Run 1, floorplan with the power grid:
Pins as bars on the die edge. Tap cells in gray.
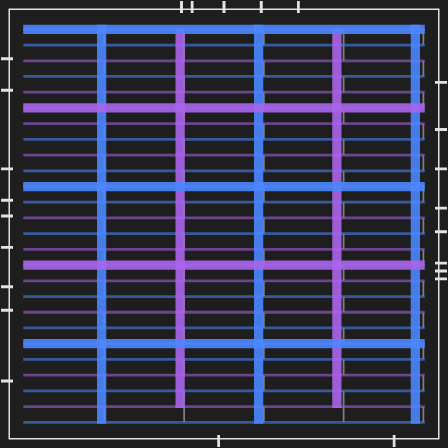
Run 1, clock nets:
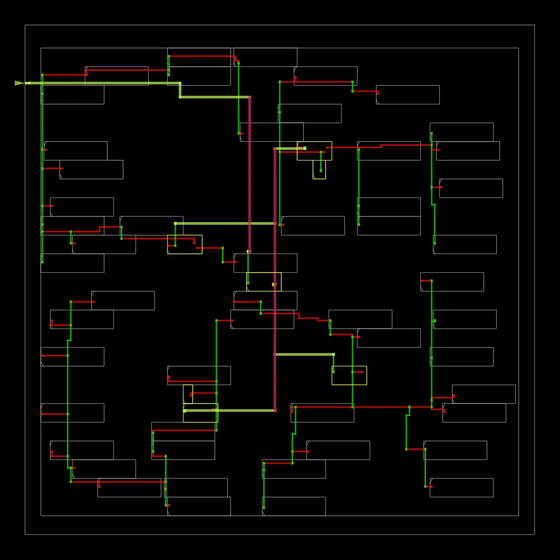
Run 1, cell classes on the final placement:
Bar = 20 µm.
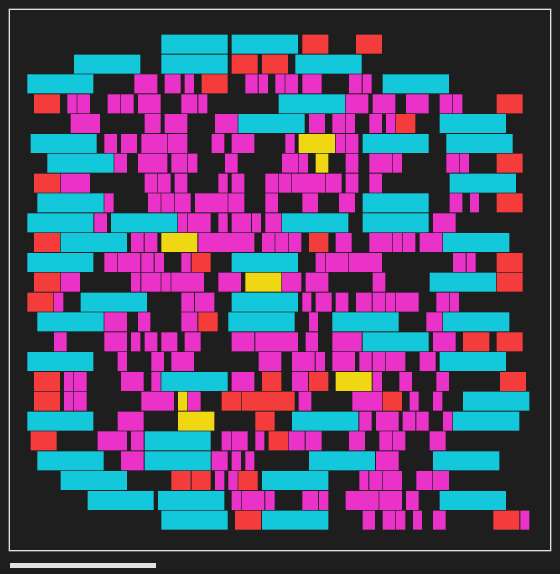
`src/rtl/divclk_freq_meter.sv`:
```
// Counts rising edges of an asynchronous divided clock over a fixed gate window
// of Clock cycles and reports the result as Count plus a one-cycle Valid strobe.
module divclk_freq_meter #(
    parameter int unsigned GATE_CYCLES = 1024,
    parameter int unsigned CNT_W       = 16,
    parameter int unsigned SYNC_STAGES = 2
) (
    input  logic             Clock,
    input  logic             Reset,
    input  logic             Enable,
    input  logic             Sel,
    input  logic             DivClk,
    output logic [CNT_W-1:0] Count,
    output logic             Valid,
    output logic             Overflow,
    output logic             Busy
);

    localparam int unsigned WIN_W = (GATE_CYCLES > 1) ? $clog2(GATE_CYCLES) : 1;
    localparam logic [WIN_W-1:0] WIN_LOAD = WIN_W'(GATE_CYCLES - 1);
    localparam logic [CNT_W-1:0] CNT_MAX  = '1;

    typedef enum logic [1:0] {
        ST_IDLE,
        ST_GATE,
        ST_DONE
    } state_e;

    state_e                 state_q, state_d;
    logic [SYNC_STAGES-1:0] sync_q;
    logic                   prev_q;
    logic                   rise;
    logic [WIN_W-1:0]       win_q, win_d;
    logic [CNT_W-1:0]       edges_q, edges_d;
    logic                   ovf_q, ovf_d;
    logic                   sel_q, sel_d;
    logic [CNT_W-1:0]       count_q, count_d;
    logic                   overflow_q, overflow_d;
    logic                   valid_q, valid_d;
    logic                   busy_q, busy_d;

    // DivClk synchroniser plus one history flop for rising-edge detection
    always_ff @(posedge Clock or posedge Reset) begin
        if (Reset) begin
            sync_q <= '0;
            prev_q <= 1'b0;
        end else begin
            sync_q <= {sync_q[SYNC_STAGES-2:0], DivClk};
            prev_q <= sync_q[SYNC_STAGES-1];
        end
    end

    assign rise = sync_q[SYNC_STAGES-1] & ~prev_q;

    always_ff @(posedge Clock or posedge Reset) begin
        if (Reset) begin
            state_q    <= ST_IDLE;
            win_q      <= '0;
            edges_q    <= '0;
            ovf_q      <= 1'b0;
            sel_q      <= 1'b0;
            count_q    <= '0;
            overflow_q <= 1'b0;
            valid_q    <= 1'b0;
            busy_q     <= 1'b0;
        end else begin
            state_q    <= state_d;
            win_q      <= win_d;
            edges_q    <= edges_d;
            ovf_q      <= ovf_d;
            sel_q      <= sel_d;
            count_q    <= count_d;
            overflow_q <= overflow_d;
            valid_q    <= valid_d;
            busy_q     <= busy_d;
        end
    end

    // Abort has priority over a Sel restart, which has priority over counting
    always_comb begin
        state_d    = state_q;
        win_d      = win_q;
        edges_d    = edges_q;
        ovf_d      = ovf_q;
        sel_d      = sel_q;
        count_d    = count_q;
        overflow_d = overflow_q;
        valid_d    = 1'b0;

        case (state_q)
            ST_IDLE: begin
                if (Enable) begin
                    state_d = ST_GATE;
                    win_d   = WIN_LOAD;
                    edges_d = '0;
                    ovf_d   = 1'b0;
                    sel_d   = Sel;
                end
            end
            ST_GATE: begin
                if (!Enable) begin
                    state_d = ST_IDLE;
                end else if (Sel != sel_q) begin
                    win_d   = WIN_LOAD;
                    edges_d = '0;
                    ovf_d   = 1'b0;
                    sel_d   = Sel;
                end else begin
                    if (rise) begin
                        if (edges_q == CNT_MAX) begin
                            ovf_d = 1'b1;
                        end else begin
                            edges_d = edges_q + CNT_W'(1);
                        end
                    end
                    if (win_q == '0) begin
                        state_d    = ST_DONE;
                        count_d    = edges_d;
                        overflow_d = ovf_d;
                        valid_d    = 1'b1;
                    end else begin
                        win_d = win_q - WIN_W'(1);
                    end
                end
            end
            ST_DONE: begin
                if (Enable) begin
                    state_d = ST_GATE;
                    win_d   = WIN_LOAD;
                    edges_d = '0;
                    ovf_d   = 1'b0;
                    sel_d   = Sel;
                end else begin
                    state_d = ST_IDLE;
                end
            end
            default: begin
                state_d = ST_IDLE;
            end
        endcase

        busy_d = (state_d == ST_GATE);
    end

    assign Count    = count_q;
    assign Overflow = overflow_q;
    assign Valid    = valid_q;
    assign Busy     = busy_q;

endmodule

```
`config.mk`:
```
export PLATFORM = sky130hd
export DESIGN_NAME = divclk_freq_meter
export DESIGN_NICKNAME = d
export VERILOG_FILES = /design/src/rtl/divclk_freq_meter.sv
export SDC_FILE = /design/constraint.sdc
export NUM_CORES = 1
export LEC_CHECK = 0
export CAP_MARGIN = 20
export CORE_MARGIN = 2
export CORE_UTILIZATION = 55
export CTS_CLUSTER_DIAMETER = 80
export DETAILED_ROUTE_END_ITERATION = 12
export PLACE_DENSITY_LB_ADDON = 0.2
export SLEW_MARGIN = 20
export SYNTH_ARGS = -nofsm -noshare
export SYNTH_HDL_FRONTEND = slang
export SYNTH_SLANG_ARGS = --single-unit
```
`constraint.sdc`:
```
create_clock -name Clock -period 2.5 [get_ports Clock]
set_input_delay 0.5 -clock Clock [delete_from_list [all_inputs] [get_ports Clock]]
set_output_delay 0.5 -clock Clock [all_outputs]
set_load 0.01 [all_outputs]
```
==> Slide: Implementation Results, run 1 <==
Run Summary

Yosys
  • Simple share: around 22%
  • EDFF count, synth: 0
  • Post-synth top cells: 52 x dfrtp_1, 30 x a21oi_1, 29 x nor2_1, 19 x nand2_1, 17 x o21ai_0
  • Fraction of registers with async set/reset: 100%

Final timing
  • Min cycle time layout: about 2200 ps
  • RSZ-0062 raised after global routing: false

Clock network
  • H-tree Lvls: 2
  • CTS Hold Buffers Added: 0
  • Root buf cell: clkbuf_8
  • Max Root-Sink Buffers: 2
  • Clk Latency, worst-skew pair: between 300 and 400 ps

Critical path
  • Worst r2r dst: Count[14]$_DFFE_PP0P_
  • CP arrival: approximately 2400 ps
  • Crit path cell chain: inv_1 -> ha_1 -> or3b_1 -> nor3_4 -> and4_1 -> buf_12 -> mux2_2
  • Worst r2r path cells: 7
  • Critical path depth: 7
  • CP startpoint: win_q[0]$_DFFE_PP0P_
  • Critical path endpoint category: flop
  • WS Path Type: reg -> reg
  • CP max-delay cell: or3b_1

Routing
  • DRC viols: 0
  • Routed WL per cell: between 10 and 15 µm

Global routing
  • Initial antenna violation count: 0
  • GR Overflow Total: 0
  • GRT met1 Usage: 30.3%
  • Top Usage Layer GRT: met2
  • Met3 Track Usage GR: under 10%

Cells and area
  • Layout area overhead: 15.1%
  • Ant diodes: 0
  • Most numerous logic cell after layout: dfrtp_1

Pwr
  • Leakage: ~1.3 nW
  • Worst VDD drop: ~330 µV

Floorplanning
  • Chip area: between 5000 and 6000 µm²
  • Ports: 24

Worst hold path
  • Hold path depth: 0
  • Worst Min Path Start: sync_q[0]$_DFF_PP0_
  • Hold Crit Class: reg -> reg

Place
  • Port Buffers: 23
  • Detailed placer's ending HPWL: ~4000 µm
  • GPL Wtd Cong: between 0.8 and 0.9

Flow run
  • OpenROAD warning count: 26

Outcome
  • Outcome: finished, final reports clean
About 'floorplan with the power grid':
color	net
blue	VSS
purple	VDD
signal pins	24
met5 straps	5

About 'clock nets':
Seq Cell Count: 52
Final Skew: 7.85 ps
Clk. pwr: 0.455 mW
CTS sink cnt: 52

About 'cell classes on the final placement':
color	class	cells	share of their area
cyan	registers	52	43%
red	remaining buffers and delay cells	37	12%
yellow	clock drivers and dummy loads	7	2.6%
magenta	remaining logic cells	212	43%

==> run 1: per-stage QoR <==
step / std cells / worst slack [ps] / cell area, µm² / hold WS, ps
after floorplan: 282 / 410 / 2700 / 331
after global placement: 368 / 236 / 3030 / 333
after detailed placement: 368 / 202 / 3030 / 342
after CTS: 375 / 316 / 3110 / 363
after global routing: 375 / 182 / 3110 / 377
final: 375 / 315 / 3110 / 357
==> run 1: routing by layer <==
layer / vias to the layer above / routed length, µm
li1: 1073 / -
met4: 0 / 80
met1: 1087 / 2670
met5: - / 0
met3: 9 / 226
met2: 39 / 2620
==> run 1: registers in the layout, indices dropped and copies added, names as in the netlist <==
signal	flops
sync_q	2
edges_q	16
Count	16
Busy	1
win_q	10
ovf_q	1
prev_q	1
sel_q	1
Valid	1
Overflow	1
state_q	2
==> run 1: cell families after synthesis <==
group,count (synthesis)
AND/OR/NAND/NOR,103
XOR/XNOR,12
adder cells (fa/ha/maj),2
multiplexers,5
buffers and inverters,26
AND-OR/OR-AND,82
flip-flops,52
==> run 1: final cells by class <==
class | count | area [µm²]
clock buffer | 6 | 72.6
fill | 395 | 1620
tap | 67 | 83.8
timing repair buffer | 37 | 348
sequential | 52 | 1300
inverter | 8 | 30.0
clock inverter | 1 | 5.00
multi-input combinational | 204 | 1270
==> run 1: power by group <==
group	internal [mW]	switching [mW]
Sequential	0.866	0.0253
Clock	0.191	0.263
Combinational	0.0548	0.0880
Total	1.11	0.377
==> run 1: worst reg2reg max path, stage by stage, from the launching register on <==
cell and delay (ps):
dfrtp_1 420, inv_1 100, ha_1 180, or3b_1 430
nor3_4 140, and4_1 250, buf_12 180, mux2_2 360
==> run 2, diff against run 1 <==
--- a/config.mk
+++ b/config.mk
@@ -11,6 +11,7 @@
 export CTS_CLUSTER_DIAMETER = 80
 export DETAILED_ROUTE_END_ITERATION = 12
 export PLACE_DENSITY_LB_ADDON = 0.2
+export SKIP_CTS_REPAIR_TIMING = 1
 export SLEW_MARGIN = 20
 export SYNTH_ARGS = -nofsm -noshare
 export SYNTH_HDL_FRONTEND = slang
Run 2, clock nets:
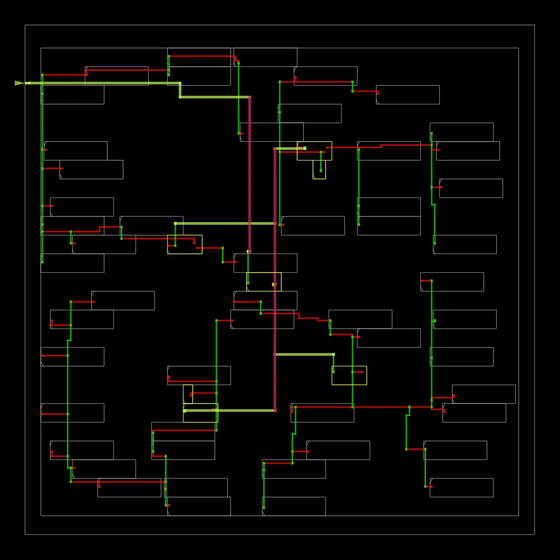
CTS Buf Count: 5
CLK BUF: 6
Clk Latency, worst-skew pair: 310 ps

==> Slide: Implementation Results, run 2 <==
Run Summary

Final timing
  • Min cycle time layout: ~2200 ps
  • RSZ-0062 raised after global routing: false

Cells and area
  • Layout area overhead: 15.1%
  • Ant diodes: 0
  • Most common logic cells in the final layout: 52 x dfrtp_1, 30 x a21oi_1, 29 x nor2_1
  • Final Cell Area: roughly 3100 µm²
  • Most numerous logic cell after layout: dfrtp_1

Yosys
  • Xor/xnor share: around 4%
  • Post-synth regs: 52
  • Syn. warnings: 0
  • Simple share: between 20% and 30%
  • Post-synth top area cell: dfrtp_1
  • Post-synth top cells: 52 x dfrtp_1, 30 x a21oi_1, 29 x nor2_1, 19 x nand2_1, 17 x o21ai_0
  • Fraction of registers with async set/reset: 100%
  • EDFF count, synth: 0
  • Cell count listed in synth_stat.txt: around 280

Pwr
  • Comb pwr share: under 10%
  • Psw: around 0.38 mW
  • Internal Power: about 1.1 mW
  • Pwr dens: 479 nW/µm²
  • Seq pwr share: 59.9%
  • Clock share of power: 30.5%
  • Switching part of the total: ~25%
  • Worst VDD drop: approximately 330 µV
  • Leakage: around 1.3 nW

Floorplanning
  • Ports: 24
  • Chip area: between 5000 and 6000 µm²

Flow run
  • OpenROAD warning count: 26

Routing
  • Met2 routed WL: roughly 2600 µm
  • Wire length on met3: between 200 and 250 µm
  • Vias per cell: around 5.9
  • Drt total wl: ~5600 µm
  • Metal1 wirelength: about 2700 µm
  • Routed WL per cell: between 10 and 15 µm
  • Highest metal used: met4
  • DRC viols: 0

Critical path
  • CP arrival: 2380 ps
  • CP max-delay cell: or3b_1
  • Critical path endpoint category: flop
  • WS Path Type: reg -> reg
  • Crit path cell chain: inv_1 -> ha_1 -> or3b_1 -> nor3_4 -> and4_1 -> buf_12 -> mux2_2
  • CP startpoint: win_q[0]$_DFFE_PP0P_

Place
  • Placed instance area: 3030 µm²
  • Port Buffers: 23
  • GPL Wtd Cong: 0.818
  • Detailed placer's ending HPWL: approximately 4000 µm

Worst hold path
  • Hold Crit Class: reg -> reg
  • Worst Min Path Start: sync_q[0]$_DFF_PP0_

Global routing
  • Met3 Track Usage GR: 3.66%
  • Top Usage Layer GRT: met2
  • GRT met1 Usage: between 30% and 40%
  • Initial antenna violation count: 0
  • Vias in the first global route: 2043
  • GR Overflow Total: 0

Outcome
  • Outcome: finished, final reports clean

Clock network
  • Root buf cell: clkbuf_8
  • Max Root-Sink Buffers: 2
  • CTS sink cnt: between 50 and 60
  • H-tree Lvls: 2
[run 2: cell counts after synthesis]
Identical to the previous run, type by type.
[run 2: power groups by stage]
| stage | clock (mW) | combinational, mW | sequential [mW] |
|---|---|---|---|
| 2_1_floorplan | 0 | 0.0927 | 0.902 |
| 3_3_place_gp | 0 | 0.140 | 0.906 |
| 3_5_place_dp | 0 | 0.143 | 0.908 |
| 6_report | 0.455 | 0.143 | 0.891 |
| 5_1_grt | 0.492 | 0.164 | 0.895 |
| 4_1_cts | 0.465 | 0.144 | 0.891 |
[run 2: path summary, 6_finish.rpt]
path,to,slack (ps),cells after the start
worst max-delay path,Count[14]$_DFFE_PP0P_,320,7
worst min-delay path,sync_q[1]$_DFF_PP0_,360,0
worst max register to register,Count[14]$_DFFE_PP0P_,320,7
worst min register to register,sync_q[1]$_DFF_PP0_,360,0
max in group asynchronous,edges_q[12]$_DFFE_PP0P_,1380,3
min in group asynchronous,win_q[0]$_DFFE_PP0P_,520,2
[run 2: area by class of cell]
| cell class | count | area [µm²] |
|---|---|---|
| fillers | 395 | 1620 |
| flip-flops and latches | 52 | 1300 |
| inverters | 8 | 30.0 |
| clock inverters | 1 | 5.00 |
| repair buffers | 37 | 348 |
| multi-input cells | 204 | 1270 |
| well taps | 67 | 83.8 |
| clock buffers | 6 | 72.6 |
[run 2: worst reg2reg max path, delay by kind of cell, from the launching register on]
kind / cells / cell delay (ps)
buf+inv: 2 / 280
mux: 1 / 360
flops: 1 / 420
fa+ha+maj: 1 / 180
simple gates: 3 / 820
[run 2: through the flow]
step                      util, %  cells  worst slack [ps]  hold slack [ps]
after floorplan                 -    282               410              331
after global placement       64.1    368               236              333
after detailed placement     64.1    368               202              342
after CTS                    65.8    375               316              363
after global routing         65.8    375               182              377
final                        65.8    375               315              357
Power figures rest on the tool's default switching activity, not on a simulated workload.
